$ cat config.mk
export PLATFORM = sky130hd
export DESIGN_NAME = rol_32_pipe
export DESIGN_NICKNAME = d
export VERILOG_FILES = /design/src/rtl/rol_pkg.sv /design/src/rtl/rol_stage.sv /design/src/rtl/rol_32_pipe.sv
export SDC_FILE = /design/constraint.sdc
export NUM_CORES = 1
export LEC_CHECK = 0
export CORE_MARGIN = 2
export CORE_UTILIZATION = 62
export DETAILED_ROUTE_END_ITERATION = 10
export PLACE_DENSITY = 0.85
export SLEW_MARGIN = 20
export SYNTH_ARGS = -nofsm -noshare
export SYNTH_HDL_FRONTEND = slang
export SYNTH_SLANG_ARGS = --single-unit
$ cat constraint.sdc
create_clock -name clk -period 11 [get_ports clk]
set_input_delay 1.65 -clock clk [delete_from_list [all_inputs] [get_ports clk]]
set_output_delay 1.65 -clock clk [all_outputs]
set_load 0.05 [all_outputs]
$ cat src/rtl/rol_pkg.sv
// Shared constants, types and the constant-rotate helper for the rotate-left pipeline.
// The per-stage flag bundle exists only when ROL_FLAGS_EN is defined.
package rol_pkg;

    localparam int ROL_WIDTH  = 32;
    localparam int ROL_SHW    = 5;
    localparam int ROL_STAGES = 5;

    typedef logic [ROL_WIDTH-1:0] rol_word_t;
    typedef logic [ROL_SHW-1:0]   rol_amt_t;

`ifdef ROL_FLAGS_EN
    // carry is only ever set by a stage that actually rotates, so it already
    // reads 0 for a total amount of zero; zero is rotation-invariant.
    typedef struct packed {
        logic carry;
        logic zero;
    } rol_flags_t;
`endif

    function automatic rol_word_t rol_const(input rol_word_t w, input int unsigned sh);
        rol_const = (w << sh) | (w >> (ROL_WIDTH - sh));
    endfunction

endpackage

$ cat src/rtl/rol_stage.sv
// One registered rotate-left-by-2^K stage with valid, hold/advance and async reset.
// Optional flag tracking is compiled in with ROL_FLAGS_EN.
module rol_stage
    import rol_pkg::*;
#(
    parameter int K = 0
) (
    input  logic       clk,
    input  logic       rst,
    input  logic       adv,
    input  logic       in_valid,
    input  rol_word_t  in_data,
    input  rol_amt_t   in_rem,
`ifdef ROL_FLAGS_EN
    input  rol_flags_t in_flags,
    output rol_flags_t out_flags,
`endif
    output logic       out_valid,
    output rol_word_t  out_data,
    output rol_amt_t   out_rem
);

    localparam int unsigned SH = 32'd1 << K;

    // in_rem[0] is amount bit K; higher bits ride along for the later stages
    rol_word_t rot_s;
    assign rot_s = in_rem[0] ? rol_const(in_data, SH) : in_data;

    logic      valid_r;
    rol_word_t data_r;
    rol_amt_t  rem_r;

`ifdef ROL_FLAGS_EN
    rol_flags_t flags_r;
    rol_flags_t flags_next_s;
    assign flags_next_s.carry = in_rem[0] ? rot_s[0] : in_flags.carry;
    assign flags_next_s.zero  = in_flags.zero;

    // Flags move with the data and share its advance enable
    always_ff @(posedge clk or posedge rst) begin
        if (rst) begin
            flags_r <= '{carry: 1'b0, zero: 1'b0};
        end else if (adv) begin
            flags_r <= flags_next_s;
        end
    end

    assign out_flags = flags_r;
`endif

    // Stage register: load on advance, otherwise hold
    always_ff @(posedge clk or posedge rst) begin
        if (rst) begin
            valid_r <= 1'b0;
            data_r  <= {ROL_WIDTH{1'b0}};
            rem_r   <= {ROL_SHW{1'b0}};
        end else if (adv) begin
            valid_r <= in_valid;
            data_r  <= rot_s;
            rem_r   <= in_rem >> 1;
        end
    end

    assign out_valid = valid_r;
    assign out_data  = data_r;
    assign out_rem   = rem_r;

endmodule

$ cat src/rtl/rol_32_pipe.sv
// Five-stage pipelined 32-bit rotate-left with valid/ready on both sides.
// Define ROL_FLAGS_EN to add the out_zero/out_carry result flags.
module rol_32_pipe
    import rol_pkg::*;
#(
    parameter int WIDTH = 32,
    parameter int SHW   = 5
) (
    input  logic             clk,
    input  logic             rst,
    input  logic             in_valid,
    output logic             in_ready,
    input  logic [WIDTH-1:0] in_data,
    input  logic [SHW-1:0]   in_num,
    output logic             out_valid,
    input  logic             out_ready,
`ifdef ROL_FLAGS_EN
    output logic             out_zero,
    output logic             out_carry,
`endif
    output logic [WIDTH-1:0] out_data
);

    logic [ROL_STAGES:0]   valid_s;
    logic [ROL_STAGES-1:0] adv_s;
    rol_word_t             data_s [ROL_STAGES+1];
    rol_amt_t              rem_s  [ROL_STAGES+1];
    rol_amt_t              rem_unused;

    assign valid_s[0] = in_valid;
    assign data_s[0]  = in_data;
    assign rem_s[0]   = in_num;
    assign rem_unused = rem_s[ROL_STAGES];

`ifdef ROL_FLAGS_EN
    rol_flags_t flags_s [ROL_STAGES+1];
    assign flags_s[0] = '{carry: 1'b0, zero: (in_data == {WIDTH{1'b0}})};
    assign out_zero   = flags_s[ROL_STAGES].zero;
    assign out_carry  = flags_s[ROL_STAGES].carry;
`endif

    // Bubble-collapsing advance chain: a stage moves if the one below is empty or moving
    always_comb begin : adv_chain
        logic go;
        adv_s = {ROL_STAGES{1'b0}};
        go    = out_ready;
        for (int k = ROL_STAGES - 1; k >= 0; k--) begin
            go       = go || !valid_s[k + 1];
            adv_s[k] = go;
        end
    end

    for (genvar k = 0; k < ROL_STAGES; k++) begin : g_stage
        rol_stage #(.K(k)) u_stage (
            .clk       (clk),
            .rst       (rst),
            .adv       (adv_s[k]),
            .in_valid  (valid_s[k]),
            .in_data   (data_s[k]),
            .in_rem    (rem_s[k]),
`ifdef ROL_FLAGS_EN
            .in_flags  (flags_s[k]),
            .out_flags (flags_s[k + 1]),
`endif
            .out_valid (valid_s[k + 1]),
            .out_data  (data_s[k + 1]),
            .out_rem   (rem_s[k + 1])
        );
    end

    assign in_ready  = adv_s[0];
    assign out_valid = valid_s[ROL_STAGES];
    assign out_data  = data_s[ROL_STAGES];

endmodule

**Signal wires on met1**

Supply wires on this layer in gray.
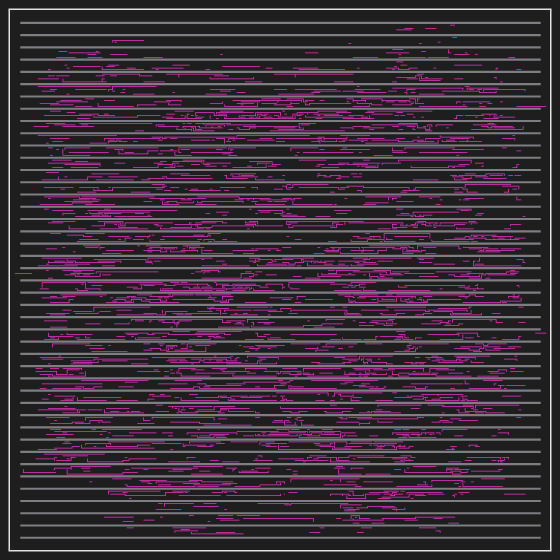
share of all routed wire: 45%
longest straight run: 24.4 um

**Clock routing**

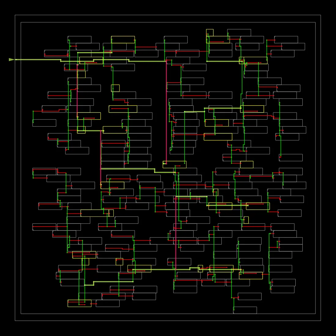
clk sinks: 175
CTS buffer count: 17
CLK BUF: 18

**Sequential cells grouped by signal name**

Other cells in gray.
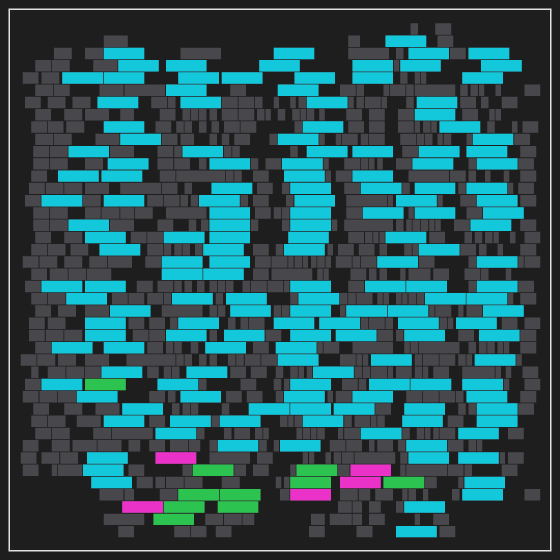
| color | signal | placed flops |
|---|---|---|
| magenta | `g_stage.u_stage.out_valid` | 5 |
| green | `g_stage.u_stage.out_rem` | 10 |
| cyan | `g_stage.u_stage.out_data` | 160 |

**Selected gate families**

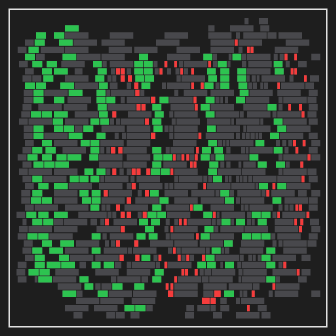
| color | family | cells | most used |
|---|---|---|---|
| red | NAND gates | 106 | nand2_1 |
| green | multiplexers | 200 | mux2i_1 |

**Supply network**

Pins as bars on the die edge.
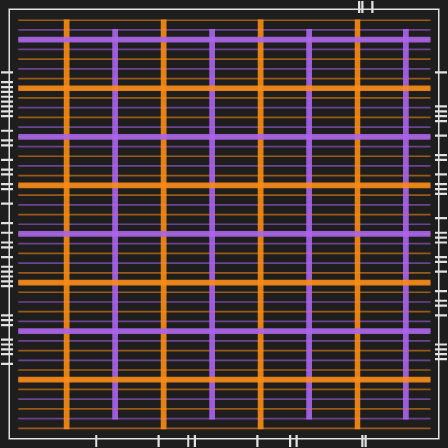
| color | net |
|---|---|
| orange | VSS |
| purple | VDD |
signal pins: 75
met1 rails: 43

==> results.sh <==
# source this file to load flow results
export IMPL_worst_path_max_fanout=100
export IMPL_path_class="input pin to primary output"
export IMPL_port_buffers=74
export IMPL_core_area_sq_mm=0.0132
export IMPL_wl_met1_mm=6.85
export IMPL_floorplan_core_util_pct=63.1
export IMPL_gr_usage_all_layers_pct=23.1
export IMPL_p_int_w=0.00153
export IMPL_routed_wirelength_mm=15.3
export IMPL_p_per_area_mw_per_mm2=254
export IMPL_netSwitchingPower_w=0.000878
export IMPL_use_met1_pct=30.1
export IMPL_cp_slowest_cell="clkdlybuf4s50_1"
export IMPL_peakVddDrop_mv=0.124
export IMPL_drive_gt1_share_pct=15.4
export IMPL_vias=5287
export IMPL_worst_slew_pin_slew_ns=1.07
export IMPL_fp_nets=780
export IMPL_synth_stat_cells=739
export IMPL_yosys_top_cells_count="dfrtp_1 (175), mux2i_1 (128), o21ai_0 (96), nand2_1 (70), mux2_2 (52)"
export IMPL_status="complete, no violations"
export IMPL_cts_tree="yes"
export IMPL_first_pass_iters=5
export IMPL_leakage_nw=4.16
export IMPL_grt_antenna_before_repair=0
export IMPL_fp_dieH_um=120
export IMPL_clock_latency_ns=0.43
export IMPL_wl_met3_um=562
export IMPL_antenna_cells=0
export IMPL_layout_top_cell="dfrtp_1"
export IMPL_synthAdderAreaFrac_pct=0
export IMPL_switching_share_pct=36.5
export IMPL_cts_resized=0
export IMPL_synth_dominant_cell_count="dfrtp_1"
export IMPL_postPlaceCellArea_sq_mm=0.00884
export IMPL_synthDistinctLibCells=25
export IMPL_cts_root_buf="clkbuf_16"
export IMPL_layout_setup_ws_ns=4.72
export IMPL_fmax_mhz=159
export IMPL_seq_area_share_pct=46.3
export IMPL_comb_area_share_pct=36.3
export IMPL_fin_area_sq_mm=0.00946
export IMPL_fin_util_pct=71.7
export IMPL_yosysWarnings=0
export IMPL_power_frac_seq_pct=42.0
export IMPL_synth_area_sq_mm=0.00832
export IMPL_wl_met2_mm=7.70
